Fig. 1: run 1, I/O nets highlighted
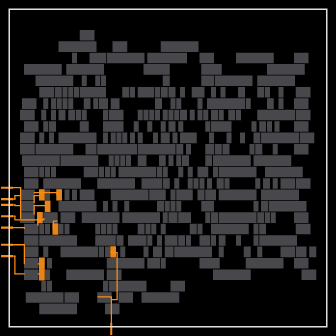
Fig. 2: run 1, placement density heat map
8 x 8 tiles, from black (low) to pale yellow (high), 0 to 100% covered.
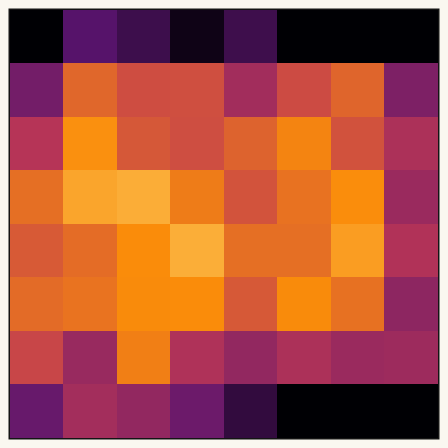
Fig. 3: run 1, cell outlines without signal wires
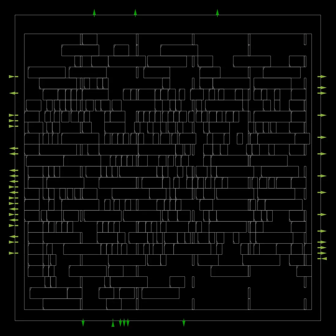
--- src/rtl/ace_snap_loader.sv ---
// ace_snap_loader: streams a .ace snapshot into the Jupiter Ace loader port.
// Optional RLE decoding (ED n v runs, ED 00 end marker) when ACE_LOADER_RLE_EN is defined.
module ace_snap_loader #(
    parameter logic [15:0] BASE_ADDR = 16'h2000,
    parameter logic [15:0] END_ADDR  = 16'h7FFF
) (
    input  logic        clk,
    input  logic        reset_n,
    input  logic        start,
    input  logic [7:0]  in_data,
    input  logic        in_valid,
    input  logic        in_last,
    output logic        in_ready,
    output logic        loader_en,
    output logic [15:0] loader_addr,
    output logic [7:0]  loader_data,
    output logic        loader_wr,
    output logic        busy,
    output logic        done,
    output logic [1:0]  err
);

    localparam logic [7:0] ESC_BYTE = 8'hED;
    localparam logic [1:0] ERR_OVF  = 2'b01;
    localparam logic [1:0] ERR_TRN  = 2'b10;

`ifdef ACE_LOADER_RLE_EN
    typedef enum logic [2:0] {
        S_IDLE,
        S_LIT,
        S_ESC,
        S_CNT,
        S_RUN,
        S_DONE,
        S_ERR
    } state_t;
`else
    typedef enum logic [2:0] {
        S_IDLE,
        S_LIT,
        S_DONE,
        S_ERR
    } state_t;
`endif

    state_t      r_state;
    logic [16:0] r_cnt;
    logic        r_en;
    logic [15:0] r_addr;
    logic [7:0]  r_data;
    logic        r_wr;
    logic        r_done;
    logic [1:0]  r_err;
`ifdef ACE_LOADER_RLE_EN
    logic [7:0]  r_rem;
    logic [7:0]  r_val;
`endif

    logic        w_ready;
    logic        w_acc;
    logic        w_ovf;

    // Byte acceptance depends only on registered state, never on in_* directly.
`ifdef ACE_LOADER_RLE_EN
    assign w_ready = (r_state == S_LIT) ||
                     (r_state == S_ESC) ||
                     (r_state == S_CNT);
`else
    assign w_ready = (r_state == S_LIT);
`endif

    assign w_acc = in_valid & w_ready;

    // The 17-bit counter lets END_ADDR = FFFF still detect running past the top.
    assign w_ovf = (r_cnt > {1'b0, END_ADDR});

    // Main sequencer: decoding, write strobes and sticky status.
    always_ff @(posedge clk or negedge reset_n) begin
        if (!reset_n) begin
            r_state <= S_IDLE;
            r_cnt   <= {1'b0, BASE_ADDR};
            r_en    <= 1'b0;
            r_addr  <= BASE_ADDR;
            r_data  <= 8'h00;
            r_wr    <= 1'b0;
            r_done  <= 1'b0;
            r_err   <= 2'b00;
`ifdef ACE_LOADER_RLE_EN
            r_rem   <= 8'h00;
            r_val   <= 8'h00;
`endif
        end else begin
            r_wr <= 1'b0;
            case (r_state)
                S_IDLE: begin
                    if (start) begin
                        r_state <= S_LIT;
                        r_en    <= 1'b1;
                        r_done  <= 1'b0;
                        r_err   <= 2'b00;
                        r_cnt   <= {1'b0, BASE_ADDR};
                        r_addr  <= BASE_ADDR;
                    end
                end
                S_LIT: begin
                    if (w_acc) begin
`ifdef ACE_LOADER_RLE_EN
                        if (in_data == ESC_BYTE) begin
                            if (in_last) begin
                                r_err   <= ERR_TRN;
                                r_en    <= 1'b0;
                                r_state <= S_IDLE;
                            end else begin
                                r_state <= S_ESC;
                            end
                        end else if (w_ovf) begin
`else
                        if (w_ovf) begin
`endif
                            r_err   <= ERR_OVF;
                            r_en    <= 1'b0;
                            r_state <= S_IDLE;
                        end else begin
                            r_wr   <= 1'b1;
                            r_addr <= r_cnt[15:0];
                            r_data <= in_data;
                            r_cnt  <= r_cnt + 17'd1;
                            if (in_last) begin
`ifdef ACE_LOADER_RLE_EN
                                r_state <= S_ERR;
`else
                                r_state <= S_DONE;
`endif
                            end
                        end
                    end
                end
`ifdef ACE_LOADER_RLE_EN
                S_ESC: begin
                    if (w_acc) begin
                        if (in_data == 8'h00) begin
                            r_done  <= 1'b1;
                            r_en    <= 1'b0;
                            r_state <= S_IDLE;
                        end else if (in_last) begin
                            r_err   <= ERR_TRN;
                            r_en    <= 1'b0;
                            r_state <= S_IDLE;
                        end else begin
                            r_rem   <= in_data;
                            r_state <= S_CNT;
                        end
                    end
                end
                S_CNT: begin
                    if (w_acc) begin
                        if (in_last) begin
                            r_err   <= ERR_TRN;
                            r_en    <= 1'b0;
                            r_state <= S_IDLE;
                        end else if (w_ovf) begin
                            r_err   <= ERR_OVF;
                            r_en    <= 1'b0;
                            r_state <= S_IDLE;
                        end else begin
                            r_wr    <= 1'b1;
                            r_addr  <= r_cnt[15:0];
                            r_data  <= in_data;
                            r_val   <= in_data;
                            r_cnt   <= r_cnt + 17'd1;
                            r_rem   <= r_rem - 8'd1;
                            r_state <= S_RUN;
                        end
                    end
                end
                S_RUN: begin
                    if (r_rem == 8'h00) begin
                        r_state <= S_LIT;
                    end else if (w_ovf) begin
                        r_err   <= ERR_OVF;
                        r_en    <= 1'b0;
                        r_state <= S_IDLE;
                    end else begin
                        r_wr   <= 1'b1;
                        r_addr <= r_cnt[15:0];
                        r_data <= r_val;
                        r_cnt  <= r_cnt + 17'd1;
                        r_rem  <= r_rem - 8'd1;
                    end
                end
`endif
                S_DONE: begin
                    r_done  <= 1'b1;
                    r_en    <= 1'b0;
                    r_state <= S_IDLE;
                end
                S_ERR: begin
                    r_err   <= ERR_TRN;
                    r_en    <= 1'b0;
                    r_state <= S_IDLE;
                end
                default: begin
                    r_en    <= 1'b0;
                    r_state <= S_IDLE;
                end
            endcase
        end
    end

    assign in_ready    = w_ready;
    assign loader_en   = r_en;
    assign busy        = r_en;
    assign loader_addr = r_addr;
    assign loader_data = r_data;
    assign loader_wr   = r_wr;
    assign done        = r_done;
    assign err         = r_err;

endmodule

--- config.mk ---
export PLATFORM = sky130hd
export DESIGN_NAME = ace_snap_loader
export DESIGN_NICKNAME = d
export VERILOG_FILES = /design/src/rtl/ace_snap_loader.sv
export SDC_FILE = /design/constraint.sdc
export NUM_CORES = 1
export LEC_CHECK = 0
export ABC_AREA = 1
export CORE_MARGIN = 2
export CORE_UTILIZATION = 45
export DETAILED_ROUTE_END_ITERATION = 7
export PLACE_DENSITY = 0.81
export SYNTH_ARGS = -nofsm -noshare
export SYNTH_HDL_FRONTEND = slang
export SYNTH_SLANG_ARGS = --single-unit
--- constraint.sdc ---
create_clock -name clk -period 2.6 [get_ports clk]
set_clock_uncertainty 0.2 [all_clocks]
set_input_delay 0.39 -clock clk [delete_from_list [all_inputs] [get_ports clk]]
set_output_delay 0.39 -clock clk [all_outputs]
set_load 0.01 [all_outputs]
==> Slide: Implementation Results, run 1 <==
Implementation Results

Status
  – Status: complete, no violations

Layout
  – ClkCell Share: ~3.3%
  – P&R area growth vs syn: 23.1%
  – Most numerous logic cell after layout: nand2_1
  – Signal inverters: 19
  – Layout fillers: 464
  – Top Layout Cells: 111 x nand2_1, 46 x dfrtp_1, 42 x clkdlybuf4s50_1
  – Layout cells sized above 1: under 10%
  – Area-dominant class: flip-flops and latches
  – Final net count: 328
  – Register area: 1200 µm²

Global route
  – Met3 GRT Util: between 5 and 6%
  – First-pass GRT wire length: roughly 7.8 mm
  – Largest net degree at the start of global routing: 52
  – M2 GR Usage: around 30%
  – Most used routing layer: met2
  – Vias in the first global route: 1812

Final timing
  – Clock period minus worst slack: 2.27 ns
  – Worst-Margin Slew: 0.583 ns
  – Total negative slack: 0 ns
  – Setup violators final: 0
  – Pins over their slew limit: 0

Place
  – Post-DP HPWL: just over 3 mm
  – Dpl ws: about 0.36 ns
  – GP Congestion: approximately 0.81

Critical path
  – Critical Path Start: r_state[0]
  – CP endpoint: in_ready
  – FF-to-FF End: r_cnt[14]
  – Crit path buffers/inverters: 2
  – CP max stage cell: clkdlybuf4s50_1
  – Worst r2r src: r_cnt[2]
  – Worst Path Required: around 2.0 ns
  – Worst EP arrival: around 1.7 ns
  – Worst R2R Setup Slack: 0.38 ns
  – Critical path's top delay family: buffers and inverters

Clocking
  – CTS max path bufs: 2
  – H-Tree Depth: 2
  – TritonCTS clock tree: yes
  – CTS resizes: 0
  – Hold Buf Count CTS: 1
  – Setup Buffers After CTS: 0
  – TritonCTS Buffers: 5

Route
  – Post-route ant nets: 0
  – # DRC: 0
  – Vias/cell: 4.91
  – Met3 Wirelength: 252 µm
  – Initial DRT Pass Iterations: 4

Synthesis
  – Simple-Gate Fraction of Synth Area: 29.9%
  – Sequential area share after synthesis: ~53%
  – Post-Syn Area per Cell: between 8 and 9 µm²
  – Mapped cell area: 2290 µm²
  – Synth Area in Compound Gates: 8.19%
  – EDFF count, synth: 0
  – Main flop type: dfrtp_1
  – Yosys warns: 0
  – Ys async rst share: 100%
  – # Cells Yosys: between 200 and 300
  – Top comb family, area: simple AND/OR/NAND/NOR gates

Power
  – PD cells: a little over 800 nW/µm²
  – Largest power group: sequential cells
  – LEAKAGE: 1.30 nW
  – Int Pwr: 0.00148 W
  – Total Power: 0.00234 W
  – Combinational fraction of design power: between 30% and 40%

Flow run
  – Max cap viols: 0
  – OpenROAD warning count: 26

Hold path
  – Hold Path Class: flip-flop to flip-flop

Die
  – Die Wd: 75.4 µm
  – Die ar.: ~5700 µm²
Notes on Fig. 1 above:
Orange is in_data, direction input, end cells 8, wire 84.8 µm.
Port Buffers: 43
io pins: 44

Notes on Fig. 2 above:
The fullest tile reaches 83%. The mean over all tiles is 48%. 11% of the tiles are over 75% full.
Initial Utilization: 47.6%
CORE AREA: 4820 µm²
Core Util, Final: 58.6%

Notes on Fig. 3 above:
Non-Filler Instances: 382
fraction of area in registers: 42.6%
row count: 25

[run 1: worst register-to-register path: cells and delay by family (launching register included)]
kind                   cells  cell delay, ns
AOI/OAI and AO/OA          1            0.21
and+or+nand+nor            7            1.09
DFF                        1            0.44
buffers and inverters      1            0.18
[run 1: cell usage after synthesis (3+ instances only)]
cell type	instances
nand3_1	10
o21ai_0	7
nand2_1	111
nand4_1	3
o21ai_1	20
nor2_1	16
buf_6	6
dfrtp_1	46
buf_2	3
inv_1	18
xnor2_1	3
[run 1: state kept, by name (all words and copies together) (netlist names)]
register	flops
loader_wr	1
busy	1
r_state	2
done	1
loader_addr	16
r_cnt	17
loader_data	8
err	2
--- run 2 (diff from run 1) ---
GPL_TIMING_DRIVEN = 0   (was default)
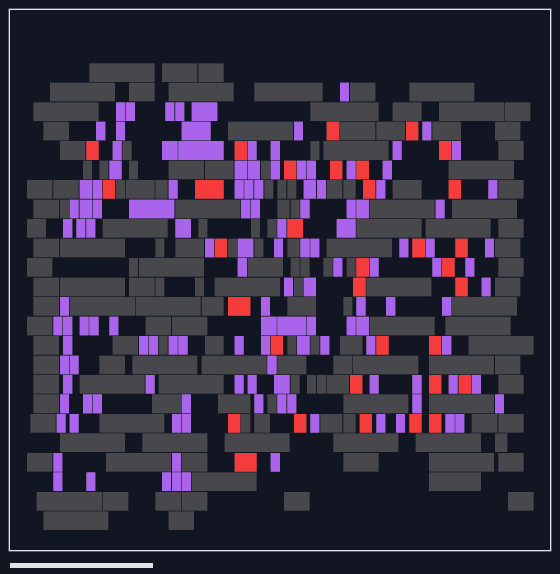
Fig. 4. Logic cells by family (run 2).
Scale bar: 20 µm.
Purple is NAND gates, cells 132. Red is inverting AOI/OAI gates, cells 33.

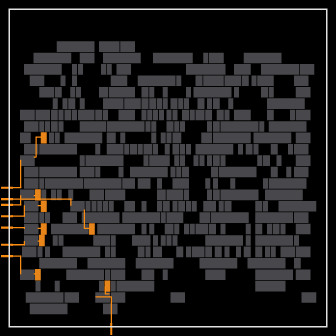
Fig. 5. I/O nets highlighted (run 2).
Orange is in_data, direction input, end cells 8, wire 76.0 µm.

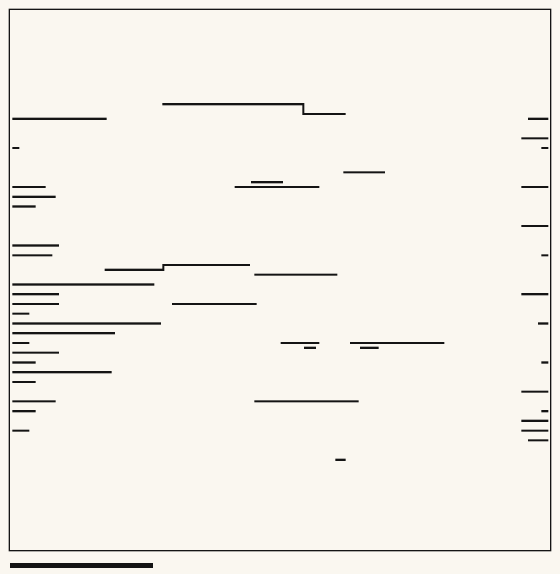
Fig. 6. Metal 3 (run 2).
Scale bar: 20 µm.
The longest straight run is 20.5 µm. 44 nets have wire on it. The wires run mostly horizontal. The layer carries 307 µm of wire.
routed via count: 1917
Routed WL: 4.75 mm
met3 GRT Util: 5.69%

==> Slide: Implementation Results, run 2 <==
Implementation Results

Route
  – Post-route ant nets: 0 (unchanged)
  – Initial DRT Pass Iterations: 4 (unchanged)
  – Vias/cell: 4.90 (-0.11%)
  – Met3 Wirelength: 306 µm (+21%)
  – # DRC: 0 (unchanged)
  – Metal-1 WL: between 2 and 2.5 mm

Critical path
  – Worst r2r src: r_cnt[1]
  – Worst EP arrival: 1.87 ns (+0.19 ns)
  – CP max stage cell: clkdlybuf4s50_1
  – Worst path depth: 5
  – FF-to-FF End: loader_data[3]
  – CP Max Fanout: 19
  – Crit path buffers/inverters: 4 (+2)
  – Worst R2R Setup Slack: 0.54 ns (+0.16 ns)
  – Worst Path Required: 2.01 ns (about the same)
  – Critical Path Start: r_state[0]
  – Critical path's top delay family: buffers and inverters
  – CP endpoint: in_ready

Clocking
  – CTS clk-pin slew, worst paths: 0.09 ns
  – CTS resizes: 1 (+1)
  – CTS max path bufs: 2 (unchanged)
  – TritonCTS Buffers: 5 (unchanged)
  – Hold Buf Count CTS: 1 (unchanged)
  – TritonCTS clock tree: yes
  – H-Tree Depth: 2 (unchanged)

Layout
  – Layout cells sized above 1: 11.7% (+2.8 points)
  – ClkCell Share: 3.16% (-0.16 points)
  – Max reg flops: 17 (unchanged)
  – Signal inverters: 19 (unchanged)
  – Layout fillers: 442 (-4.7%)
  – Top Layout Cells: 111 x nand2_1, 46 x dfrtp_1, 42 x clkdlybuf4s50_1
  – Non-Filler Instances: 391 (+2.4%)
  – Fraction of area in registers: 41.1% (-1.6 points)
  – Most flops, register: r_cnt
  – Register area: 1200 µm² (unchanged)
  – P&R area growth vs syn: 27.8%
  – Most numerous logic cell after layout: nand2_1
  – Final net count: 337 (+2.7%)
  – Area-dominant class: flip-flops and latches

Synthesis
  – Mapped cell area: 2290 µm² (unchanged)
  – Synth Area in Compound Gates: 8.19% (unchanged)
  – Main flop type: dfrtp_1
  – # Cells Yosys: 272 (unchanged)
  – XOR Share, Synth: 1.53%
  – Top comb family, area: simple AND/OR/NAND/NOR gates
  – Sequential area share after synthesis: 52.5% (unchanged)
  – Commonest cells in the netlist: 111 x nand2_1, 46 x dfrtp_1, 20 x o21ai_1
  – EDFF count, synth: 0 (unchanged)
  – Most numerous cell in the Yosys netlist: nand2_1
  – Top cells, area: dfrtp_1 50%, nand2_1 18%, o21ai_1 4.4%
  – Yosys warns: 0 (unchanged)
  – Post-Syn Area per Cell: 8.43 µm² (unchanged)
  – Simple-Gate Fraction of Synth Area: 29.9% (unchanged)
  – Ys async rst share: 100% (unchanged)

Global route
  – First-pass GRT wire length: 8.43 mm (+7.7%)
  – Largest net degree at the start of global routing: 39 (-25%)
  – Tot GR Track Use: 19.5%
  – M2 GR Usage: 34.7% (+4.8 points)
  – Initial antenna violation count: 0
  – Vias in the first global route: 1992 (+9.9%)

Final timing
  – Unrepaired setup endpoints after global routing: no
  – Setup violators final: 0 (unchanged)
  – Final period utilization: 94.5%
  – Worst-Margin Slew: 0.260 ns (-0.323 ns)
  – Clock period minus worst slack: 2.46 ns (+0.182 ns)
  – Pins over their slew limit: 0 (unchanged)
  – Total negative slack: 0 ns (unchanged)

Die
  – Die ar.: 5680 µm² (unchanged)
  – Tap Cells: 67
  – Row count: 25 (unchanged)
  – Die Wd: 75.4 µm (unchanged)
  – Initial Utilization: 47.6% (unchanged)
  – Io pins: 44 (unchanged)
  – CORE AREA: 4820 µm² (unchanged)

Power
  – LEAKAGE: 1.36 nW (+4.8%)
  – Int Pwr: 0.00158 W (+7.3%)
  – PD cells: 852 nW/µm² (+2.9%)
  – Combinational fraction of design power: 41.8% (+4.8 points)
  – Total Power: 0.00250 W (+6.8%)

Place
  – Port Buffers: 43 (unchanged)
  – Dpl cell area: 2820 µm²
  – GP Congestion: 0.823 (+1.8%)
  – Post-DP HPWL: 3.51 mm (+15%)

Flow run
  – OpenROAD warning count: 26 (unchanged)
  – Max cap viols: 0 (unchanged)

Status
  – Status: complete, no violations

Hold path
  – Hold Path Class: flip-flop to flip-flop
==> run 2: tightest hold or removal path, cell delays in order (launching register included) <==
cell and delay [ns]:
dfstp_2 0.37, nand2_1 0.05, o21ai_1 0.05
==> run 2: power groups by stage <==
| stage | combinational (W) | sequential (W) | clock (W) |
|---|---|---|---|
| floorplan | 0.000559 | 0.00105 | 0 |
| global placement | 0.00101 | 0.00100 | 0 |
| detailed placement | 0.00104 | 0.00101 | 0 |
| CTS | 0.00105 | 0.000995 | 0.000471 |
| global route | 0.00115 | 0.00101 | 0.000491 |
| finish | 0.00104 | 0.000995 | 0.000460 |
==> run 2: through the flow <==
stage	util [%]	worst slack, ns
finish	60.8	0.143
global route	60.8	0.0386
CTS	60.6	0.0403
detailed placement	58.6	0.182
global placement	58.3	-0.372
floorplan	-	0.781
Power and IR drop assume default switching activity.
